==> src/rtl/pattern_sequencer.sv <==
// rtl/pattern_sequencer.sv - clocked serial pattern generator with repeat count
//
// Captures a WIDTH-bit pattern and a repeat count on start, then emits the
// pattern MSB-first on signal, each bit held DIV clocks, rpt+1 times back to
// back. All outputs are registered.
//
// Ports:
//   clock    system clock, all state updates on posedge
//   reset    synchronous active-high reset
//   start    request, accepted only when idle
//   pattern  bits to emit, bit WIDTH-1 first
//   rpt      extra repetitions (pattern plays rpt+1 times)
//   signal   serial output
//   busy     high while the pattern is being emitted
//   done     one-cycle pulse after the final bit
//   bit_idx  index of the bit currently on signal
module pattern_sequencer #(
  parameter int WIDTH = 11,
  parameter int DIV   = 4,
  parameter int RPT_W = 4,
  parameter int IDX_W = 4,
  parameter int DIV_W = 3
) (
  input  logic             clock,
  input  logic             reset,
  input  logic             start,
  input  logic [WIDTH-1:0] pattern,
  input  logic [RPT_W-1:0] rpt,
  output logic             signal,
  output logic             busy,
  output logic             done,
  output logic [IDX_W-1:0] bit_idx
);

  localparam logic [DIV_W-1:0] DIV_LAST = DIV_W'(DIV - 1);
  localparam logic [IDX_W-1:0] IDX_LAST = IDX_W'(WIDTH - 1);

  typedef enum logic [1:0] {
    IDLE  = 2'd0,
    SHIFT = 2'd1,
    DONE  = 2'd2
  } state_t;

  state_t           state;
  logic [WIDTH-1:0] shadow;
  logic [RPT_W-1:0] rpt_cnt;
  logic [DIV_W-1:0] div_cnt;

  always_ff @(posedge clock) begin
    if (reset) begin
      state   <= IDLE;
      signal  <= 1'b0;
      busy    <= 1'b0;
      done    <= 1'b0;
      bit_idx <= '0;
      div_cnt <= '0;
      rpt_cnt <= '0;
      shadow  <= '0;
    end else begin
      case (state)
        IDLE: begin
          done <= 1'b0;
          if (start) begin
            // Emission reads only shadow, so later pattern changes are harmless.
            shadow  <= pattern;
            rpt_cnt <= rpt;
            signal  <= pattern[WIDTH-1];
            bit_idx <= IDX_LAST;
            div_cnt <= DIV_LAST;
            busy    <= 1'b1;
            state   <= SHIFT;
          end else begin
            signal <= 1'b0;
            busy   <= 1'b0;
          end
        end

        SHIFT: begin
          if (div_cnt != '0) begin
            div_cnt <= div_cnt - 1'b1;
          end else if (bit_idx != '0) begin
            bit_idx <= bit_idx - 1'b1;
            signal  <= shadow[bit_idx - 1'b1];
            div_cnt <= DIV_LAST;
          end else if (rpt_cnt != '0) begin
            // Wrap straight into the next repetition with no idle gap.
            rpt_cnt <= rpt_cnt - 1'b1;
            bit_idx <= IDX_LAST;
            signal  <= shadow[WIDTH-1];
            div_cnt <= DIV_LAST;
          end else begin
            signal  <= 1'b0;
            busy    <= 1'b0;
            done    <= 1'b1;
            bit_idx <= '0;
            state   <= DONE;
          end
        end

        DONE: begin
          // One-cycle cooldown: a start seen here is deliberately dropped.
          done  <= 1'b0;
          state <= IDLE;
        end

        default: begin
          state <= IDLE;
        end
      endcase
    end
  end

endmodule

==> config.mk <==
export PLATFORM = sky130hd
export DESIGN_NAME = pattern_sequencer
export DESIGN_NICKNAME = d
export VERILOG_FILES = /design/src/rtl/pattern_sequencer.sv
export SDC_FILE = /design/constraint.sdc
export NUM_CORES = 1
export LEC_CHECK = 0
export ABC_AREA = 1
export CAP_MARGIN = 10
export CELL_PAD_IN_SITES_DETAIL_PLACEMENT = 1
export CELL_PAD_IN_SITES_GLOBAL_PLACEMENT = 2
export CORE_UTILIZATION = 28
export CTS_BUF_LIST = sky130_fd_sc_hd__clkbuf_4 sky130_fd_sc_hd__clkbuf_8 sky130_fd_sc_hd__clkbuf_16
export CTS_CLUSTER_DIAMETER = 30
export DETAILED_ROUTE_END_ITERATION = 16
export MAX_ROUTING_LAYER = met4
export PLACE_DENSITY = 0.86
export SYNTH_ARGS = -nofsm -noshare
export SYNTH_HDL_FRONTEND = slang
export SYNTH_SLANG_ARGS = --single-unit
==> constraint.sdc <==
create_clock -name clock -period 1.77 [get_ports clock]
set_input_delay 0.177 -clock clock [delete_from_list [all_inputs] [get_ports clock]]
set_output_delay 0.177 -clock clock [all_outputs]
set_load 0.03 [all_outputs]
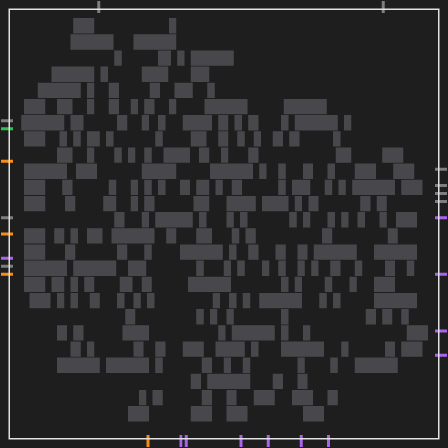
pinout.png
Pins as bars across the die edge, other pins in grey.
[pattern] purple | pins: 11 | direction: input | edge: 6 south, 4 east, 1 west
[start] green | pins: 1 | direction: input | edge: west
[rpt] orange | pins: 4 | direction: input | edge: 3 west, 1 south

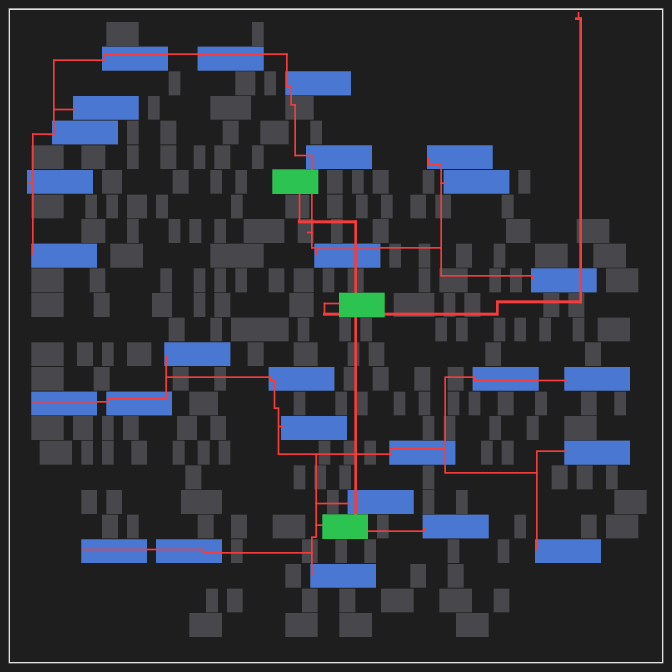
clock_wires.png
[clock-net drivers] green | count: 3
[flip-flops] blue | count: 27
[clock wires] red | length: 399 um
routed clock nets: 4
flops lie: spread over the die
clk_skew: 0.00808 ns
Clk. pwr: 0.361 mW
worst skew pair latency: 0.28 ns
Clock power frac: 21.4%

==> reports/metrics.yaml <==
layout:
  final_nets: 250
  ff_count: 27
  nonClkBufAreaFrac_pct: 15.8
  fill_cells: 604
  post-route-util_pct: 37.1
  area_dominant_class: "combinational gates"
  n_all_inverters: 28
  clk_share_pct: 2.64
yosys:
  synth_area_leader_cell: "dfxtp_1"
  syn_avg_cell_area_um2: 6.90
  synthesis.area_mm2: 0.00137
  synth_seq_share_pct: 39.4
  flop_cell: "dfxtp_1"
  async_flop_share_pct: 0
  yosys.area_share.aoi_pct: 19.9
  area_leaders: "dfxtp_1 39%, nor2_1 10%, nand2_1 8.2%, o21ai_0 7.3%, a21oi_1 6.6%"
  logic_family: "simple AND/OR/NAND/NOR gates"
cts:
  cts_resized: 0
  clock-sinks: 27
status:
  outcome: "finished, final reports clean"
routing:
  wl_met3_um: 85
  finalWirelength_um: 3440
  met2_wirelength_um: 1570
pwr:
  total_power_mw: 1.69
  p_per_area_mw_per_mm2: 963
  max-vdd-ir-drop_mv: 0.341
setup_path:
  r2r-end: "signal"
  crit_buf_inv: 2
  required_ns: 1.59
  critical_path_class: "flip-flop to primary output"
  slowest_delay_ns: 0.67
place:
  io_buffers: 24
  dp_hpwl_um: 2690
worst_hold_path:
  hp-class: "flip-flop to flip-flop"
  hold_end: "shadow[2]"
timing:
  drv_slew: 0
  worst_slack_ns: 0.133
  finalSetupTns_ns: 0
floorplanning:
  core_region_area_mm2: 0.00472
  chipArea_mm2: 0.00519
global_route:
  grt_util_met3_pct: 2.22
  antenna_found_initial: 0
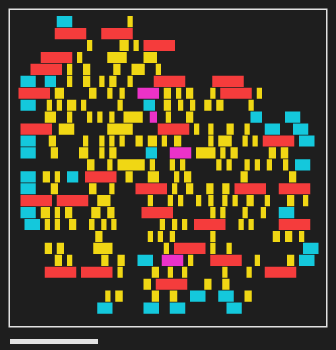
class_map.png
Bar = 20 um.
[remaining buffers and delay cells] cyan | cells: 29
[remaining logic cells] yellow | cells: 167
[sequential cells] red | cells: 27
[clock drivers and dummy loads] magenta | cells: 4

[report_power, final]
group,internal (mW),leakage [nW],switching [mW]
registers,0.678,0.223,0.0413
clock network,0.158,0.0255,0.203
logic,0.240,0.493,0.368
total,1.08,0.742,0.612
[synthesized netlist by cell type, drive strengths merged, types with 3 or more instances]
master / n
a21oi: 18
nand3: 11
dfxtp: 27
o21ai: 27
inv: 28
nor2: 39
ha: 4
buf: 3
nand2: 32
[worst reg2reg max path: cells and delay by family, from the launching register on]
family / cells / cell delay (ns)
simple gates: 6 / 0.45
flops: 1 / 0.40
fa+ha+maj: 1 / 0.38
buf+inv: 2 / 0.18
compound gates: 1 / 0.13
Power figures rest on the tool's default switching activity, not on a simulated workload.
